--- src/rtl/display_scan.sv ---
// display_scan: four-digit BCD entry buffer with a multiplexed 7-segment scan.
// Digits shift in from the right on each WR rising edge; LOAD replaces the whole
// buffer. One digit is lit at a time, each for SCAN_DIV clocks.
module display_scan #(
    parameter int SCAN_DIV = 64
) (
    input  logic        CLK,
    input  logic        RESET,
    input  logic        WR,
    input  logic [3:0]  WR_DATA,
    input  logic        CLR,
    input  logic        LOAD,
    input  logic [15:0] LOAD_DATA,
    input  logic        BLANK_LZ,
    output logic [15:0] VALUE,
    output logic [2:0]  COUNT,
    output logic        OVF,
    output logic [3:0]  DIGIT_EN,
    output logic [6:0]  SEG
);
    localparam int PW = $clog2(SCAN_DIV);
    localparam logic [PW-1:0] PRESC_MAX = PW'(SCAN_DIV - 1);

    logic [15:0]   digits;
    logic [2:0]    count;
    logic          ovf;
    logic          wr_q;
    logic          wr_edge;
    logic          digit_ok;
    logic [PW-1:0] presc;
    logic [1:0]    idx;
    logic [3:0]    cur;
    logic          z3, z2, z1;
    logic [3:0]    lead;

    // wr_q resets high so a key already down at reset release is not taken
    assign wr_edge  = WR & ~wr_q;
    assign digit_ok = (WR_DATA <= 4'd9);

    // Digit buffer, entry count and sticky overflow; CLR beats LOAD beats key entry
    always_ff @(posedge CLK) begin
        if (RESET) begin
            digits <= '0;
            count  <= '0;
            ovf    <= 1'b0;
            wr_q   <= 1'b1;
        end else begin
            wr_q <= WR;
            if (CLR) begin
                digits <= '0;
                count  <= '0;
                ovf    <= 1'b0;
            end else if (LOAD) begin
                digits <= LOAD_DATA;
                count  <= 3'd4;
            end else if (wr_edge && digit_ok) begin
                if (count == 3'd4) begin
                    ovf <= 1'b1;
                end else begin
                    digits <= {digits[11:0], WR_DATA};
                    count  <= count + 3'd1;
                end
            end
        end
    end

    // Free-running prescaler; the scan index steps once per SCAN_DIV clocks
    always_ff @(posedge CLK) begin
        if (RESET) begin
            presc <= '0;
            idx   <= '0;
        end else if (presc == PRESC_MAX) begin
            presc <= '0;
            idx   <= idx + 2'd1;
        end else begin
            presc <= presc + 1'b1;
        end
    end

    assign VALUE    = digits;
    assign COUNT    = count;
    assign OVF      = ovf;
    assign DIGIT_EN = 4'b0001 << idx;
    assign cur      = digits[{idx, 2'b00} +: 4];

    // A digit is a leading zero when it and every digit to its left are zero;
    // the rightmost digit always shows
    assign z3   = (digits[15:12] == 4'd0);
    assign z2   = (digits[11:8]  == 4'd0);
    assign z1   = (digits[7:4]   == 4'd0);
    assign lead = {z3, z3 & z2, z3 & z2 & z1, 1'b0};

    // Segment decode of the selected digit; non-BCD codes and blanked zeros go dark
    always_comb begin
        SEG = 7'h00;
        if (!(BLANK_LZ && lead[idx])) begin
            case (cur)
                4'd0:    SEG = 7'h3F;
                4'd1:    SEG = 7'h06;
                4'd2:    SEG = 7'h5B;
                4'd3:    SEG = 7'h4F;
                4'd4:    SEG = 7'h66;
                4'd5:    SEG = 7'h6D;
                4'd6:    SEG = 7'h7D;
                4'd7:    SEG = 7'h07;
                4'd8:    SEG = 7'h7F;
                4'd9:    SEG = 7'h6F;
                default: SEG = 7'h00;
            endcase
        end
    end
endmodule

--- config.mk ---
export PLATFORM = sky130hd
export DESIGN_NAME = display_scan
export DESIGN_NICKNAME = d
export VERILOG_FILES = /design/src/rtl/display_scan.sv
export SDC_FILE = /design/constraint.sdc
export NUM_CORES = 1
export LEC_CHECK = 0
export CORE_UTILIZATION = 41
export DETAILED_ROUTE_END_ITERATION = 16
export PLACE_DENSITY = 0.76
export SLEW_MARGIN = 10
export SYNTH_ARGS = -nofsm -noshare
export SYNTH_HDL_FRONTEND = slang
export SYNTH_SLANG_ARGS = --single-unit
--- constraint.sdc ---
create_clock -name CLK -period 2.14 [get_ports CLK]
set_clock_uncertainty 0.15 [all_clocks]
set_input_delay 0.214 -clock CLK [delete_from_list [all_inputs] [get_ports CLK]]
set_output_delay 0.214 -clock CLK [all_outputs]
set_load 0.005 [all_outputs]
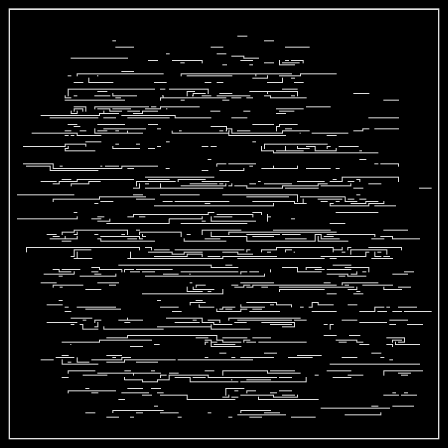
(run_1/layer_met1.png)
longest straight run = 18.4 um
share of all routed wire = 44%

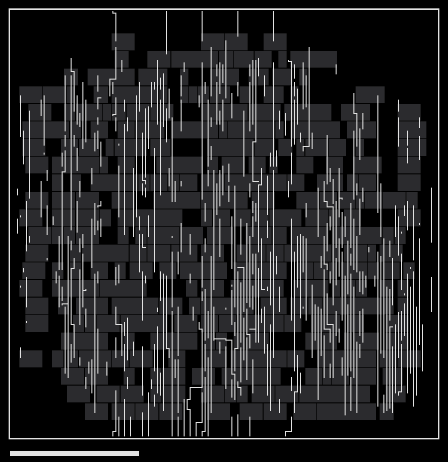
(run_1/layer_met2.png)
Scale bar: 20 um.
wire length on this layer = 2240 um
share of all routed wire = 49%

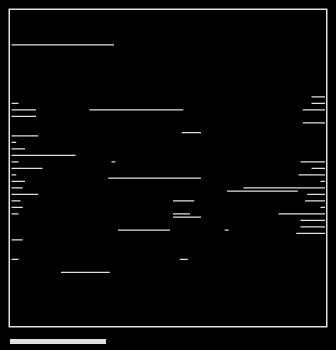
(run_1/layer_met3.png)
Scale bar: 20 um.
wire length on this layer = 248 um
main direction = horizontal

[run 1: layer usage]
metal	up-vias	part of all wire, %
li1	835	-
met1	774	44
met2	54	49
met3	6	5.4
met4	0	1.1
met5	-	0
[run 1: worst max-delay path, cell delays in order (launching register included)]
cell and delay, ns:
sky130_fd_sc_hd__dfxtp_4 0.37, sky130_fd_sc_hd__mux4_2 0.60, sky130_fd_sc_hd__o21ai_4 0.21, sky130_fd_sc_hd__o31ai_4 0.10
sky130_fd_sc_hd__buf_4 0.15, sky130_fd_sc_hd__a31oi_1 0.17, sky130_fd_sc_hd__buf_2 0.15
[run 1: sequential cells by signal, indices dropped and copies added, names as in the netlist]
name	cells
COUNT	3
OVF	1
VALUE	16
idx	2
presc	6
wr_q	1
[run 1: through the flow]
stage	instance area, um2	utilization, %	setup WS (ns)	TNS, ns
finish	2730	71.9	-0.259	-1.27
CTS	2690	70.8	-0.243	-1.14
global route	2730	71.9	-0.308	-1.67
floorplan	1690	-	0.0883	0
global placement	2520	66.4	-0.288	-1.85
detailed placement	2520	66.4	-0.362	-2.32
[run 1: what timing repair did]
action	4_1_cts	5_1_grt
pin swaps	7	5
buffers inserted	4	1
endpoints found under the setup margin	9	9
hold endpoints to repair	0	0
resized	47	10
[run 1: placed cells by master (no fill, tap or decap), types with 4 or more instances in the layout]
master                            count
sky130_fd_sc_hd__clkbuf_8             6
sky130_fd_sc_hd__dfxtp_1             27
sky130_fd_sc_hd__clkdlybuf4s50_1     47
sky130_fd_sc_hd__nor2_1              11
sky130_fd_sc_hd__mux2i_1             24
sky130_fd_sc_hd__o21ai_0             18
sky130_fd_sc_hd__buf_6                4
sky130_fd_sc_hd__a21oi_1             21
sky130_fd_sc_hd__nand2_1              6
sky130_fd_sc_hd__xnor2_1              4
sky130_fd_sc_hd__buf_2                7
sky130_fd_sc_hd__inv_1                6
sky130_fd_sc_hd__buf_4               38
sky130_fd_sc_hd__ha_1                 8
[run 1: worst paths after layout]
kind	startpoint	to
worst min-delay path	presc[0]$_SDFF_PP0_	presc[0]$_SDFF_PP0_
worst max register to register	COUNT[0]$_SDFFE_PP0P_	COUNT[0]$_SDFFE_PP0P_
worst min register to register	presc[0]$_SDFF_PP0_	presc[0]$_SDFF_PP0_
worst max-delay path	idx[0]$_SDFFE_PP0P_	SEG[2]
[run 1: cell type report]
type / instances / area (um2) / share of cell area, %
clock buffer: 7 / 86.3 / 3.16
clock inverter: 1 / 30.0 / 1.10
inverter: 10 / 40.0 / 1.47
multi-input combinational: 132 / 1070 / 39.1
sequential: 29 / 586 / 21.4
tap: 48 / 60.1 / 2.20
timing repair buffer: 98 / 861 / 31.5
[run 1: where the power goes]
| part | switching, mW | internal [mW] |
|---|---|---|
| Combinational | 0.109 | 0.155 |
| Clock | 0.206 | 0.379 |
| Sequential | 0.0140 | 0.559 |
| Total | 0.329 | 1.09 |
[run 1: kinds of logic (layout without fill, tap and decap cells)]
group / after synthesis / after routing / synth area share [%]
flops: 29 / 29 / 34.4
fa+ha+maj: 12 / 12 / 8.91
buf+inv: 19 / 116 / 5.86
mux: 30 / 30 / 21.6
compound gates: 49 / 49 / 15.8
simple gates: 34 / 34 / 9.73
xor+xnor: 7 / 7 / 3.64
==> metrics.log, run 1 <==
[report] extracting results
[metrics] run status: complete, but fails checks
[metrics] violations in the final reports: setup timing
[metrics] total wire length: around 4.6 mm
[metrics] Period minus WS final: around 2.4 ns
[metrics] Vert. Die Dim: 66.1 um
[metrics] number of global-route vias before repair: ~1600
[metrics] worst-case register-to-register setup slack: between 0.4 and 0.5 ns
[metrics] Worst Max-Slew Pin Slew: between 0.3 and 0.4 ns
[metrics] worst-path fanout max: 4
[metrics] Port Buffer Count: approximately 56
[metrics] critical setup path kind: flop to primary output
[metrics] number of register bits inferred by synthesis: 29
[metrics] Post-Synthesis Net Count: between 200 and 250
[metrics] total CTS buffers: 5
[metrics] fillers: ~300
[metrics] proportion of layout cells with a drive suffix above 1: 28.5%
[metrics] post-detailed-placement half-perimeter wirelength: roughly 3.2 mm
[metrics] insertion delay to the later sink of the worst-skew pair: ~0.28 ns
[metrics] Finished Layout Cells: 325
[metrics] number of instances on the worst hold path: 1
[metrics] Critical Path Source Type: flop
[metrics] yosys-reported design area after synthesis: roughly 0.0017 mm2
[metrics] count of final setup violators: 7
[metrics] buffers from clock root to sink, at most: 2
[metrics] cell count after placement: 312
[metrics] Maximum Capacitance Violations: 0
[metrics] clock slew seen by the registers of the worst setup and hold paths: approximately 0.060 ns
[metrics] Max Clock Freq: between 400 and 500 MHz
[metrics] post-synthesis sequential area ratio: roughly a third
[metrics] post-route antenna net violation count: 0
[metrics] number of antenna violations at the first check in global routing: 0
[metrics] critical path endpoint category: primary output
[metrics] via count: approximately 1700
[metrics] Chip Footprint: ~0.0044 mm2
[metrics] count of warning messages emitted by the tools: 36
[metrics] leading post-synthesis cells by cell area: sky130_fd_sc_hd__dfxtp_1 34%, sky130_fd_sc_hd__mux2i_1 14%, sky130_fd_sc_hd__ha_1 8.9%, sky130_fd_sc_hd__a21oi_1 6.8%, sky130_fd_sc_hd__o21ai_0 5.6%
[metrics] ports placed on the boundary: about 57
[metrics] library cell used as clock root buffer: sky130_fd_sc_hd__clkbuf_8
[metrics] Worst Hold Slack: between 0.2 and 0.3 ns
[metrics] placeable core region: around 0.0038 mm2
[metrics] setup repair after global routing missed its margin: true
[metrics] global route total overflow: 0
[metrics] cell taking the most area after synthesis: sky130_fd_sc_hd__dfxtp_1
[metrics] count of routing violations after the opening detailed-route iteration: approximately 47
[metrics] busiest grt layer: met2
[metrics] iteration tally of the first detailed-router pass: 5
[metrics] class of the tightest hold or removal check: flop to flop
[metrics] number of synthesized flops with an enable pin: 0
[metrics] number of cells in Yosys stat: between 150 and 200
[metrics] power per cell area: roughly 520 mW/mm2
[metrics] total inserted antenna cells: 0
[metrics] share of async-settable or async-resettable flops after synthesis: 0%
[metrics] Yosys warning total: 0
[metrics] most instantiated flip-flop cell in the synthesis netlist: sky130_fd_sc_hd__dfxtp_1
[metrics] GRT Overall Usage: between 20 and 25%
[metrics] hold buffer count at cts: 0
[metrics] total count of hold-check failures in the final report: 0
[metrics] length in cells of the worst reg-to-reg path: 7
[metrics] pre-placement core utilization: about 44%
[metrics] Slew HR: between 70 and 80%
[metrics] final cycle utilization of the critical path: 112%
[metrics] routed length per instance: 14.0 um
[metrics] most popular library cell in the synthesized design by count: sky130_fd_sc_hd__dfxtp_1
[metrics] global routing usage on met1: a little over a quarter
[metrics] maximum number of pins on one net before global-route repair: 20
[metrics] Commonest cells post-synth: 29 x sky130_fd_sc_hd__dfxtp_1, 24 x sky130_fd_sc_hd__mux2i_1, 23 x sky130_fd_sc_hd__a21oi_1
[metrics] DRC violations left: 0
[metrics] arrival time worst endpoint: just over 2 ns
[metrics] TritonCTS clock tree: yes
[metrics] Pleak: ~1.2 nW
[metrics] placement row count: 22
[metrics] area share, top type: 34.4%
[metrics] cell area after synthesis: approximately 0.0017 mm2
[metrics] worst vdd ir: 377 uV
[metrics] synth-to-layout area growth: 62.1%
[metrics] syn avg cell area: between 9 and 10 um2
[metrics] Final Net Count: ~310
[metrics] final-report max-slew violation count: 0
[metrics] worst setup slack after layout: -0.259 ns
[metrics] CTS H-tree lvls: 2
[metrics] final weighted congestion in routability-driven placement: a little over 0.8
[metrics] global-route wire length before repair: 7.29 mm
[metrics] routed via count divided by cell count: roughly 5.1
[metrics] met2 usage: 37.8%
[metrics] Synth cell types: 32
[metrics] number of cells produced by synthesis: ~180
[metrics] clock sink count: 29
[metrics] horizontal die dimension: ~66 um
[metrics] Critical Path RT: approximately 1.8 ns
[metrics] met3 track demand over resource: between 6 and 7%
[metrics] Design Power: 1.42 mW
==> run_1/detail.png <==
Scale bar: 5 um. Window x 7 to 27, y 40 to 60 um. Cells in gray, sequential cells in the stronger gray; small squares are vias.
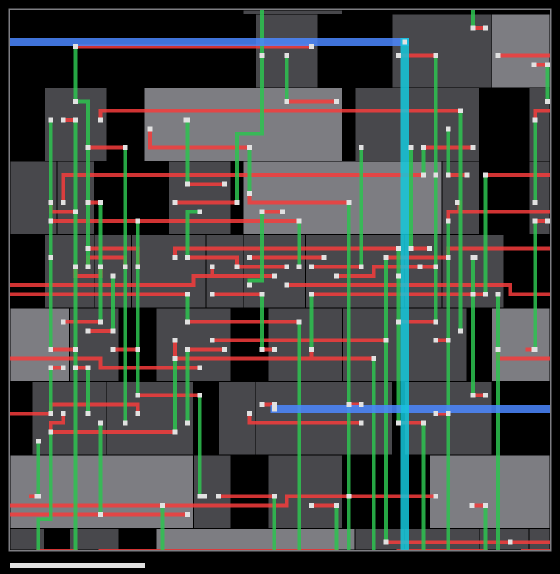

==> inputs of run 2 (changes only) <==
CORE_MARGIN = 8   (was not set)
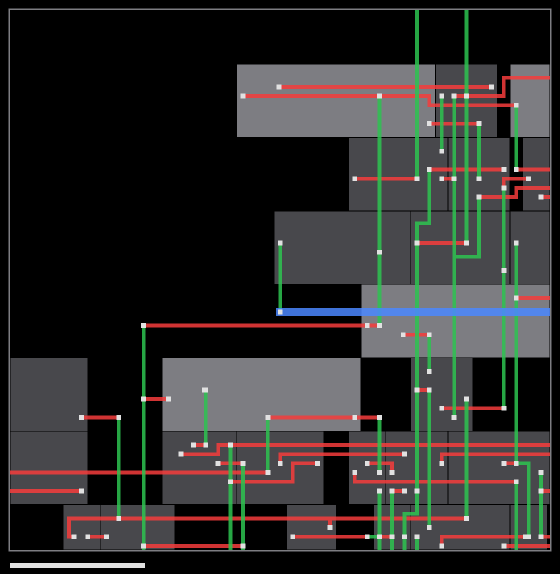
(run_2/detail.png)
Scale bar: 5 um. Window x 10 to 30, y 50 to 70 um. Cells in gray, sequential cells in the stronger gray; small squares are vias.
metal 1 -> red
metal 3 -> blue
metal 2 -> green
most frequent = clkdlybuf4s50_1 (4), dfxtp_1 (3)
sequential cells in the window = 3
netlist names of flops here include = `COUNT` (2), `wr_q` (1)
cells with their middle in the window = 23

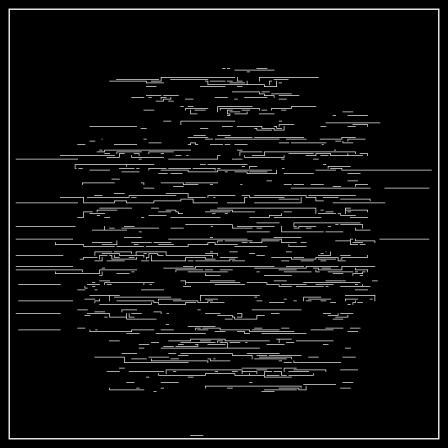
(run_2/layer_met1.png)
main direction = horizontal
share of all routed wire = 43%
longest straight run = 18.4 um
total wire length: 4.98 mm
via count: 1637
global routing usage on met1: 18.3%

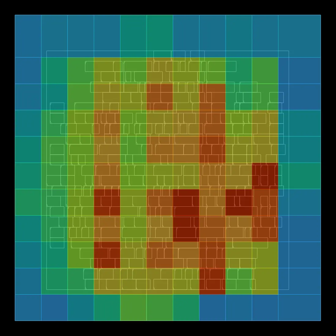
(run_2/congestion.png)
met3 track demand over resource: 5.25%
met2 usage: 27.0%
GRT Overall Usage: 15.9%
routed length per instance: 15.4 um

==> run 2 against run 1 <==
Effect of this change: combinational power barely moved; sequential share of layout area rose by 0.30 points; clock power fell by 16%; the flow still finishes with violations (setup timing); flip-flop count did not move; non-clock buffer count fell by 3; area after synthesis did not move; via count fell by 1.9%; worst setup slack improved by 0.023 ns.
==> metrics.log, run 2 <==
[report] extracting results
[metrics] Slew HR: 77.0% (+0.94 points)
[metrics] worst setup slack after layout: -0.236 ns (+0.0232 ns)
[metrics] Critical Path Source Type: flop
[metrics] worst-case register-to-register setup slack: 0.50 ns (+0.07 ns)
[metrics] Yosys warning total: 0 (unchanged)
[metrics] final weighted congestion in routability-driven placement: 0.812 (-1.0%)
[metrics] global route total overflow: 0 (unchanged)
[metrics] CTS H-tree lvls: 2 (unchanged)
[metrics] number of cells produced by synthesis: 180 (unchanged)
[metrics] violations in the final reports: setup timing
[metrics] number of cells in Yosys stat: 180 (unchanged)
[metrics] Worst Hold Slack: 0.312 ns (+0.0227 ns)
[metrics] Commonest cells post-synth: 29 x sky130_fd_sc_hd__dfxtp_1, 24 x sky130_fd_sc_hd__mux2i_1, 23 x sky130_fd_sc_hd__a21oi_1
[metrics] area used by sequential logic in the layout: 584 um2 (-0.21%)
[metrics] number of global-route vias before repair: 1688 (+6.2%)
[metrics] final cycle utilization of the critical path: 111% (-1.1 points)
[metrics] most instantiated flip-flop cell in the synthesis netlist: sky130_fd_sc_hd__dfxtp_1
[metrics] clock sink count: 29 (unchanged)
[metrics] most frequent standard cell in the layout excluding fill and tap cells: sky130_fd_sc_hd__clkdlybuf4s50_1
[metrics] Max Clock Freq: 421 MHz (+0.98%)
[metrics] cell taking the most area after synthesis: sky130_fd_sc_hd__dfxtp_1
[metrics] routed via count divided by cell count: 5.05 (-1.6%)
[metrics] leading post-synthesis cells by cell area: sky130_fd_sc_hd__dfxtp_1 34%, sky130_fd_sc_hd__mux2i_1 14%, sky130_fd_sc_hd__ha_1 8.9%, sky130_fd_sc_hd__a21oi_1 6.8%, sky130_fd_sc_hd__o21ai_0 5.6%
[metrics] library cell used as clock root buffer: sky130_fd_sc_hd__clkbuf_8
[metrics] placement row count: 23 (+4.5%)
[metrics] Critical Path RT: 1.78 ns (about the same)
[metrics] number of antenna violations at the first check in global routing: 0 (unchanged)
[metrics] pre-placement core utilization: 42.4% (-1.9 points)
[metrics] worst vdd ir: 472 uV (+25%)
[metrics] Period minus WS final: 2.38 ns (-0.0232 ns)
[metrics] power per cell area: 495 mW/mm2 (-4.9%)
[metrics] Chip Footprint: 0.00642 mm2 (+47%)
[metrics] Worst Max-Slew Pin Slew: 0.341 ns (-0.0139 ns)
[metrics] Post-Synthesis Net Count: 218 (unchanged)
[metrics] critical path endpoint category: primary output
[metrics] Vert. Die Dim: 80.1 um (+21%)
[metrics] most common logic cells in the final layout: 49 x sky130_fd_sc_hd__clkdlybuf4s50_1, 34 x sky130_fd_sc_hd__buf_4, 28 x sky130_fd_sc_hd__dfxtp_1, 24 x sky130_fd_sc_hd__mux2i_1, 22 x sky130_fd_sc_hd__a21oi_1
[metrics] DRC violations left: 0 (unchanged)
[metrics] cell area after placement: 0.00250 mm2 (-0.79%)
[metrics] class of the tightest hold or removal check: flop to flop
[metrics] fillers: 329 (+9.3%)
[metrics] count of routing violations after the opening detailed-route iteration: 54 (+15%)
[metrics] Finished Layout Cells: 324 (-0.31%)
[metrics] buffers from clock root to sink, at most: 2 (unchanged)
[metrics] total count of hold-check failures in the final report: 0 (unchanged)
[metrics] clock slew seen by the registers of the worst setup and hold paths: 0.06 ns (about the same)
[metrics] arrival time worst endpoint: 2.01 ns (-0.03 ns)
[metrics] proportion of layout cells with a drive suffix above 1: 26.6% (-1.9 points)
[metrics] total CTS buffers: 5 (unchanged)
[metrics] cell count after placement: 311 (-0.32%)
[metrics] run status: complete, but fails checks
[metrics] worst-path fanout max: 5 (+1)
[metrics] post-route antenna net violation count: 0 (unchanged)
[metrics] synth-to-layout area growth: 59.5%
[metrics] worst setup slack after placement: -0.414 ns (-0.0518 ns)
[metrics] maximum number of pins on one net before global-route repair: 35 (+75%)
[metrics] setup repair after global routing missed its margin: true
[metrics] post-synthesis sequential area ratio: 34.4% (unchanged)
[metrics] Synth cell types: 32 (unchanged)
[metrics] placeable core region: 0.00397 mm2 (+4.5%)
[metrics] iteration tally of the first detailed-router pass: 4 (-1)
[metrics] ports placed on the boundary: 57 (unchanged)
[metrics] count of final setup violators: 7 (unchanged)
[metrics] Maximum Capacitance Violations: 0 (unchanged)
[metrics] Final Net Count: 311 (-0.96%)
[metrics] TritonCTS clock tree: yes
[metrics] global-route wire length before repair: 8.08 mm (+11%)
[metrics] number of synthesized flops with an enable pin: 0 (unchanged)
[metrics] critical setup path kind: flop to primary output
[metrics] area share, top type: 34.4% (unchanged)
[metrics] post-route cell area: 0.00269 mm2 (-1.6%)
[metrics] share of async-settable or async-resettable flops after synthesis: 0% (unchanged)
[metrics] count of warning messages emitted by the tools: 36 (unchanged)
[metrics] total inserted antenna cells: 0 (unchanged)
[metrics] horizontal die dimension: 80.1 um (+21%)
[metrics] number of flip-flops under the largest register name: 16 (unchanged)
[metrics] Pleak: 1.16 nW (-3.3%)
[metrics] number of register bits inferred by synthesis: 29 (unchanged)
[metrics] most popular library cell in the synthesized design by count: sky130_fd_sc_hd__dfxtp_1
[metrics] Port Buffer Count: 56 (unchanged)
[metrics] final-report max-slew violation count: 0 (unchanged)
[metrics] Combinational Area: 0.00106 mm2 (-0.59%)
[metrics] post-detailed-placement half-perimeter wirelength: 3.68 mm (+14%)
[metrics] hold buffer count at cts: 0 (unchanged)
[metrics] yosys-reported design area after synthesis: 0.00169 mm2 (unchanged)
[metrics] insertion delay to the later sink of the worst-skew pair: 0.28 ns (about the same)
[metrics] cell area after synthesis: 0.00169 mm2 (unchanged)
[metrics] syn avg cell area: 9.36 um2 (unchanged)
[metrics] fin util: 67.7% (-4.2 points)
-- run 2: final cells by class --
| class | count | area share (%) |
|---|---|---|
| clock buffers | 7 | 3.58 |
| clock inverters | 1 | 0.186 |
| inverters | 10 | 1.49 |
| multi-input cells | 132 | 39.6 |
| flip-flops and latches | 29 | 21.7 |
| well taps | 50 | 2.33 |
| repair buffers | 95 | 31.1 |
-- run 2: repair_timing --
action,4_1_cts,5_1_grt
endpoints found under the setup margin,7,7
resized,51,2
pin swaps,7,3
buffers inserted,3,2
-- run 2: cells by family (layout without fill, tap and decap cells) --
group	Yosys count	count (layout)	share of synthesized area, %
AND-OR/OR-AND	49	49	15.8
AND/OR/NAND/NOR	34	34	9.73
adder cells (fa/ha/maj)	12	12	8.91
multiplexers	30	30	21.6
flip-flops	29	29	34.4
buffers and inverters	19	113	5.86
XOR/XNOR	7	7	3.64
-- run 2: path summary, 6_finish.rpt --
kind / start / to / cells after the start
setup / recovery: idx[0]$_SDFFE_PP0P_ / SEG[4] / 7
hold / removal: presc[0]$_SDFF_PP0_ / presc[0]$_SDFF_PP0_ / 1
setup reg to reg: COUNT[0]$_SDFFE_PP0P_ / VALUE[13]$_SDFFE_PP0P_ / 7
hold reg to reg: presc[0]$_SDFF_PP0_ / presc[0]$_SDFF_PP0_ / 1
-- run 2: stage by stage --
| step | total power, mW | setup TNS [ns] |
|---|---|---|
| global route | 1.39 | -1.56 |
| floorplan | 0.683 | 0 |
| CTS | 1.34 | -0.940 |
| finish | 1.33 | -1.09 |
| global placement | 0.833 | -2.10 |
| detailed placement | 0.839 | -2.52 |
-- run 2: critical path: stages (launching register included) --
cell	delay (ns)
sky130_fd_sc_hd__dfxtp_4	0.37
sky130_fd_sc_hd__mux4_2	0.61
sky130_fd_sc_hd__buf_6	0.17
sky130_fd_sc_hd__ha_4	0.15
sky130_fd_sc_hd__nand2_2	0.06
sky130_fd_sc_hd__a21oi_2	0.05
sky130_fd_sc_hd__o32a_2	0.18
sky130_fd_sc_hd__buf_2	0.13
-- run 2: metal layers --
layer,GRT usage (%),wire length [um],up-vias
li1,-,-,827
met1,18.3,2160,738
met2,27.0,2390,62
met3,5.25,370,10
met4,5.45,67,0
met5,0,0,-
-- run 2: power breakdown --
group          switching, mW  total, mW  internal, mW
sequential            0.0139      0.573         0.559
clock                  0.204      0.494         0.290
combinational          0.110      0.264         0.154
No activity file was given, so power comes from the tool's default toggle rates.
